**Metal 2**

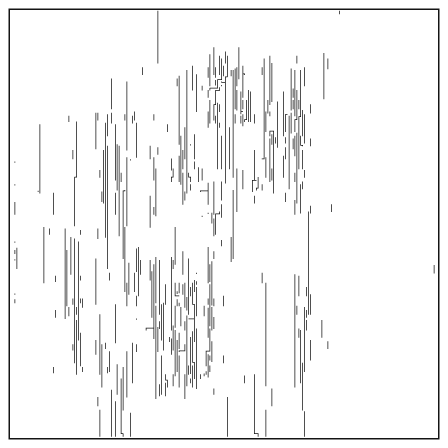
**Placed cells, one colour a class**

Scale bar: 20 microns. Fill, decap, tap and diode cells in grey.
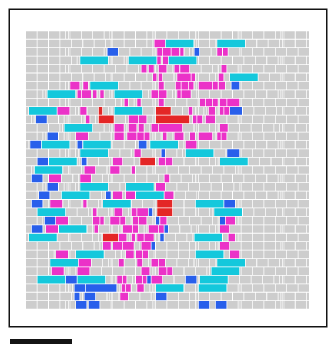
**Drive-strength map**

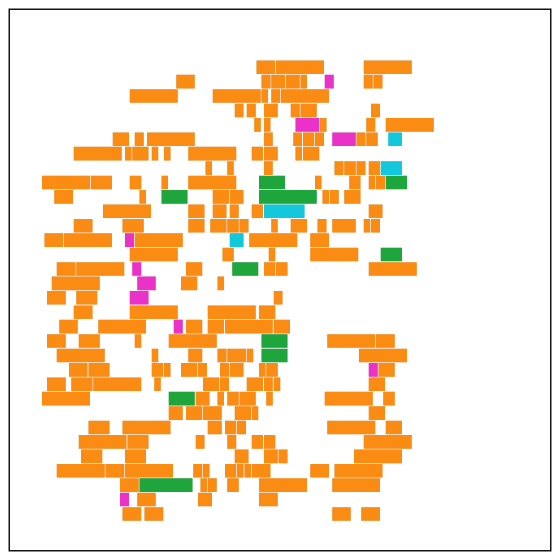
## config.mk

```make
export PLATFORM = sky130hd
export DESIGN_NAME = seg7_capture
export DESIGN_NICKNAME = d
export VERILOG_FILES = /design/src/rtl/seg7_pkg.sv /design/src/rtl/seg7_to_hex.sv /design/src/rtl/seg7_capture.sv
export SDC_FILE = /design/constraint.sdc
export NUM_CORES = 1
export LEC_CHECK = 0
export ABC_CLOCK_PERIOD_IN_PS = 3180
export CORE_MARGIN = 5
export CORE_UTILIZATION = 25
export CTS_BUF_LIST = sky130_fd_sc_hd__clkbuf_8
export CTS_CLUSTER_DIAMETER = 200
export DETAILED_ROUTE_END_ITERATION = 16
export GPL_ROUTABILITY_DRIVEN = 1
export GPL_TIMING_DRIVEN = 0
export MAX_ROUTING_LAYER = met4
export PLACE_DENSITY = 0.44
export SKIP_CTS_REPAIR_TIMING = 1
export SLEW_MARGIN = 20
export SYNTH_ARGS = -nofsm -noshare
export SYNTH_HDL_FRONTEND = slang
export SYNTH_SLANG_ARGS = --single-unit
```

## constraint.sdc

```tcl
create_clock -name clk -period 3.18 [get_ports clk]
set_clock_uncertainty 0.15 [all_clocks]
set_input_delay 0.318 -clock clk [delete_from_list [all_inputs] [get_ports clk]]
set_output_delay 0.318 -clock clk [all_outputs]
set_load 0.05 [all_outputs]
```

## src/rtl/seg7_pkg.sv

```systemverilog
// Shared seven-segment definitions: legal active-low patterns (abcdefg, a first),
// the blank pattern and the capture FSM state encoding.
package seg7_pkg;

   localparam logic [0:6] SEG_HEX [16] = '{
      7'b0000001, 7'b1001111, 7'b0010010, 7'b0000110,
      7'b1001100, 7'b0100100, 7'b0100000, 7'b0001111,
      7'b0000000, 7'b0000100, 7'b0001000, 7'b1100000,
      7'b0110001, 7'b1000010, 7'b0110000, 7'b0111000
   };

   localparam logic [0:6] SEG_BLANK = 7'b1111111;

   typedef enum logic [1:0] {
      IDLE   = 2'd0,
      SETTLE = 2'd1,
      HELD   = 2'd2
   } state_t;

endpackage

```

## src/rtl/seg7_to_hex.sv

```systemverilog
// Combinational reverse lookup: active-low segment pattern to hex nibble.
// Anything outside the 16 legal glyphs (blank included) is reported illegal.
module seg7_to_hex
   import seg7_pkg::*;
(
   input  logic [0:6] pattern,
   output logic [3:0] nibble,
   output logic       illegal
);

   // Search the glyph table; at most one entry can match.
   always_comb begin
      nibble  = 4'h0;
      illegal = 1'b1;
      for (int i = 0; i < 16; i++) begin
         nibble  = (pattern == SEG_HEX[i]) ? 4'(i) : nibble;
         illegal = (pattern == SEG_HEX[i]) ? 1'b0  : illegal;
      end
   end

endmodule

```

## src/rtl/seg7_capture.sv

```systemverilog
// Samples a multiplexed active-low seven-segment bus and recovers one hex
// nibble per digit once its pattern has dwelt for STABLE_CYCLES samples.
module seg7_capture
   import seg7_pkg::*;
#(
   parameter int DIGITS        = 2,
   parameter int STABLE_CYCLES = 4
) (
   input  logic                  clk,
   input  logic                  rst_n,
   input  logic [0:6]            seg,
   input  logic [DIGITS-1:0]     dig_en,
   output logic [4*DIGITS-1:0]   value,
   output logic [DIGITS-1:0]     err,
   output logic                  frame_valid
);

   localparam logic [7:0]        STABLE_C  = 8'(STABLE_CYCLES);
   localparam logic [DIGITS-1:0] DEN_ZERO  = {DIGITS{1'b0}};
   localparam logic [DIGITS-1:0] DEN_ONE   = DIGITS'(1);
   localparam logic [DIGITS-1:0] MASK_FULL = {DIGITS{1'b1}};

   logic [0:6]          seg_r;
   logic [0:6]          seg_prev_r;
   logic [DIGITS-1:0]   den_r;
   logic [DIGITS-1:0]   den_prev_r;

   state_t              state_r;
   state_t              state_nxt_s;
   logic [7:0]          cnt_r;
   logic [7:0]          cnt_nxt_s;
   logic [7:0]          cnt_inc_s;

   logic                change_s;
   logic                onehot_s;
   logic                capture_s;
   logic [3:0]          nib_s;
   logic                illegal_s;

   logic [4*DIGITS-1:0] value_r;
   logic [DIGITS-1:0]   err_r;
   logic [DIGITS-1:0]   mask_r;
   logic [DIGITS-1:0]   mask_set_s;
   logic                frame_r;

   seg7_to_hex u_dec (
      .pattern (seg_r),
      .nibble  (nib_s),
      .illegal (illegal_s)
   );

   // Input register plus a one-sample history used for change detection.
   always_ff @(posedge clk or negedge rst_n) begin
      if (!rst_n) begin
         seg_r      <= 7'b0000000;
         seg_prev_r <= 7'b0000000;
         den_r      <= DEN_ZERO;
         den_prev_r <= DEN_ZERO;
      end else begin
         seg_r      <= seg;
         seg_prev_r <= seg_r;
         den_r      <= dig_en;
         den_prev_r <= den_r;
      end
   end

   assign change_s   = (seg_r != seg_prev_r) || (den_r != den_prev_r);
   assign onehot_s   = (den_r != DEN_ZERO) && ((den_r & (den_r - DEN_ONE)) == DEN_ZERO);
   assign cnt_inc_s  = (cnt_r == 8'hFF) ? cnt_r : cnt_r + 8'd1;
   assign mask_set_s = mask_r | den_r;

   // FSM state and dwell counter.
   always_ff @(posedge clk or negedge rst_n) begin
      if (!rst_n) begin
         state_r <= IDLE;
         cnt_r   <= 8'd0;
      end else begin
         state_r <= state_nxt_s;
         cnt_r   <= cnt_nxt_s;
      end
   end

   // Next state: any change restarts the dwell at 1; a non-one-hot enable parks in IDLE.
   always_comb begin
      state_nxt_s = state_r;
      cnt_nxt_s   = cnt_r;
      case (state_r)
         IDLE: begin
            if (onehot_s) begin
               state_nxt_s = SETTLE;
               cnt_nxt_s   = 8'd1;
            end else begin
               cnt_nxt_s   = 8'd0;
            end
         end
         SETTLE: begin
            if (!onehot_s) begin
               state_nxt_s = IDLE;
               cnt_nxt_s   = 8'd0;
            end else if (change_s) begin
               cnt_nxt_s   = 8'd1;
            end else if (cnt_inc_s == STABLE_C) begin
               state_nxt_s = HELD;
               cnt_nxt_s   = cnt_inc_s;
            end else begin
               cnt_nxt_s   = cnt_inc_s;
            end
         end
         HELD: begin
            if (!onehot_s) begin
               state_nxt_s = IDLE;
               cnt_nxt_s   = 8'd0;
            end else if (change_s) begin
               state_nxt_s = SETTLE;
               cnt_nxt_s   = 8'd1;
            end else begin
               cnt_nxt_s   = cnt_r;
            end
         end
         default: begin
            state_nxt_s = IDLE;
            cnt_nxt_s   = 8'd0;
         end
      endcase
   end

   // Capture fires on the single SETTLE->HELD transition.
   always_comb begin
      capture_s = 1'b0;
      case (state_r)
         SETTLE:  capture_s = (state_nxt_s == HELD);
         default: capture_s = 1'b0;
      endcase
   end

   // Per-digit storage, error flags and frame mask.
   always_ff @(posedge clk or negedge rst_n) begin
      if (!rst_n) begin
         value_r <= {(4*DIGITS){1'b0}};
         err_r   <= DEN_ZERO;
         mask_r  <= DEN_ZERO;
         frame_r <= 1'b0;
      end else begin
         frame_r <= 1'b0;
         if (capture_s) begin
            for (int i = 0; i < DIGITS; i++) begin
               if (den_r[i]) begin
                  if (!illegal_s) begin
                     value_r[4*i +: 4] <= nib_s;
                     err_r[i]          <= 1'b0;
                  end else begin
                     err_r[i]          <= 1'b1;
                  end
               end
            end
            if (mask_set_s == MASK_FULL) begin
               frame_r <= 1'b1;
               mask_r  <= DEN_ZERO;
            end else begin
               mask_r  <= mask_set_s;
            end
         end
      end
   end

   assign value       = value_r;
   assign err         = err_r;
   assign frame_valid = frame_r;

endmodule

```

==> run notes <==
Notes on the physical design

The worst pin sits at a relative slew slack of 0.660. The detailed router reports a met3 wire length of 84 microns. The clock-pin slew on the worst setup and hold paths is 80 ps. By instance count after routing, the leading logic cell types are 41 x sky130_fd_sc_hd__dfrtp_1, 20 x sky130_fd_sc_hd__clkdlybuf4s50_1, 12 x sky130_fd_sc_hd__nor2_1. Per the gpl log, the routability congestion estimate is 0.774. The proportion of cell area occupied by multi-input gates is 0.379. The final layout contains 244 nets. The CTS sink count is 41. According to the Yosys statistics, the synthesized design has a chip area of 0.00211 sq mm. The run finished with clean final reports. In the final layout, flip-flops and latches occupy 0.00103 sq mm. The launching point of the worst reg2reg path is cnt_r[0]$_DFFE_PN0P_.

Before CTS, the worst setup slack after placement is 442 ps. The length in cells of the worst reg-to-reg path is 8. The worst hold path endpoint is seg_prev_r[3]$_DFF_PN0_. Across all stage logs, warnings added up to 26. Ranked by instance count, the synthesized netlist is headed by 41 x sky130_fd_sc_hd__dfrtp_1, 12 x sky130_fd_sc_hd__nor2_1. The share of synthesized area in the top cell type comes to 0.486.

In the detailed route, the total length drawn on met2 is 2050 microns. The global-route met1 utilization is 0.137. The count of inverters other than clock inverters in the layout is 3.

Per the timing report, the achievable frequency comes out to 367 MHz. The kind of end point of the critical path is a register. The proportion of cell area occupied by registers is 0.394. The buffer-and-inverter tally for the worst setup path is 1. The post-synthesis cell type with the largest instance count is sky130_fd_sc_hd__dfrtp_1. Setup repair after global routing left no endpoint under its margin.

In this run the most critical hold path is launched from seg_r[3]$_DFF_PN0_. The share of the core area taken by cells at floorplan is 0.257. The chip height is 102 microns. The cell sequence reported for the critical path is ha_1 -> and3_4 -> buf_6 -> a211oi_2 -> o22ai_2 -> nor4_4 -> nand3_2 -> mux2_1. The initial antenna violation count is 0. For this floorplan the total number of well-tap instances is 105. The floorplan has 33 rows. The capture point of the critical path was reported as value[7]$_DFFE_PN0P_. The DRC marker count from the first detailed-route iteration is 83. The mean cell area of the mapped netlist is 10.5 sq um.

For reference, the mux area share after synthesis is 0.0581. The completed layout was analyzed and its total power is 1070 uW. The number of synthesized flops with an enable pin is 0.

Clock tree synthesis inserted a total of 5 buffers. The cell family contributing the most delay on the critical path is simple AND/OR/NAND/NOR gates. Per the synth stats, the flop cell with the highest instance count is sky130_fd_sc_hd__dfrtp_1. Overall routing resource usage recorded by global route was 0.102. The number of sequential cells is 41.

The report counts max-capacitance violations totalling 0. The basic-gate share of the synthesized area counting and, or, nand and nor cells is 0.200. For the worst reg-to-reg path, the endpoint reported by OpenROAD is value[7]$_DFFE_PN0P_. In this run the clock root is driven by a sky130_fd_sc_hd__clkbuf_8. Of the available clock period, the critical path in the final layout requires 0.857. The clock latency on the worst-skew pair is 290 ps.

Looking at area per cell type in the netlist, the leader is sky130_fd_sc_hd__dfrtp_1. In the Yosys stats the netlist draws on 49 distinct library cells. The clock network contribution to total cell area is 0.0447. Setup slack on the critical path of the routed design comes to 454 ps. The total congestion overflow after global routing is 0. The quantity of I/O buffers inserted on ports is 21. From left edge to right edge, the die measures 102 microns. The synthesis stat section lists a flop and latch total of 41. The most crowded layer after global routing is met2.

The final-report setup violation count is 0. The clock buffers instantiated in the layout total 6. The wire length of the first global-routing pass is 8200 microns. On met3, the global router reports a usage of 0.0184. The number of buffers between clock root and the deepest sink is 2. The full die area is 0.0104 sq mm. The pin count of the biggest net entering global routing is 23.

The cell-mix breakdown from Yosys lists the XOR/XNOR area share as 0.0581. Per the STA report, the cell with the highest stage delay on the worst path is sky130_fd_sc_hd__dfrtp_1. The number of global-route vias before repair is 1692. For this run, the script counts the antenna cells in the layout as 0. Of the cells placed in the final design, the portion with a size suffix greater than 1 is 0.103. The final hold violation count recorded for this run is 0.

The largest fanout of any net on the critical path is 7. After detailed routing, the average wire length per cell comes to 13.7 microns. The critical path start-end classification is register to register.

The adder and majority gate portion of the synthesized area is 0.00592. The layout report lists the non-clock buffer share of cell area as 0.127. For reference, the top cells by area after synthesis are sky130_fd_sc_hd__dfrtp_1 49%, sky130_fd_sc_hd__mux2_1 5.3%, sky130_fd_sc_hd__xor2_1 4.6%. The top-level port count is 22. The largest cell class by area is flip-flops and latches. After detailed routing, the number of remaining DRC violations is 0.

The register-to-register setup slack is 450 ps. Hold analysis shows the worst path with a depth of 0. The proportion of synthesized flip-flops having asynchronous set or reset is 1.00. The required time reported for the critical path endpoint is 3210 ps. The timing report lists the critical path depth as 8 cells.
Back to the opening pictures, 'metal 2':
wire length on this layer: 2050 microns
longest straight run: 29.6 microns
nets with wire on the layer: 201
main direction: vertical
met2 usage: 0.152
total detailed-routing wirelength: 4620 microns
total number of vias: 1607

Back to the opening pictures, 'placed cells, one colour a class':
[flops] cyan | cells: 41 | share of their area: 42%
[combinational and other logic] magenta | cells: 145 | share of their area: 40%
[clock drivers and dummy loads] red | cells: 8 | share of their area: 4.7%
[other buffers and delay cells] blue | cells: 39 | share of their area: 13%

Back to the opening pictures, 'drive-strength map':
[_0 and _1 cells] orange | cells: 209
[_6 and larger] green | cells: 10
[_3 and _4 cells] cyan | cells: 4
[_2 cells] magenta | cells: 10

[stage by stage]
stage	utilization	area, sq um	std cells	hold slack, ps
floorplan	-	2110	202	-128
global placement	0.299	2450	328	204
detailed placement	0.301	2480	329	173
CTS	0.316	2590	337	-161
global route	0.317	2600	338	238
finish	0.317	2600	338	224
[power breakdown]
group          internal [uW]  switching, uW
combinational           39.3           49.0
sequential               535           12.9
clock                    253            184
total                    827            246
[cell families after synthesis]
kind of cell             after synthesis
flip-flops                            41
multiplexers                          11
AND-OR/OR-AND                         44
adder cells (fa/ha/maj)                1
buffers and inverters                 19
XOR/XNOR                              14
AND/OR/NAND/NOR                       72
[flip-flops by register name, indices dropped and copies added (netlist names)]
name         count
den_prev_r       2
seg_r            7
state_r          2
mask_r           2
frame_valid      1
cnt_r            8
seg_prev_r       7
value            8
den_r            2
err              2
No activity file was given, so power comes from the tool's default toggle rates.
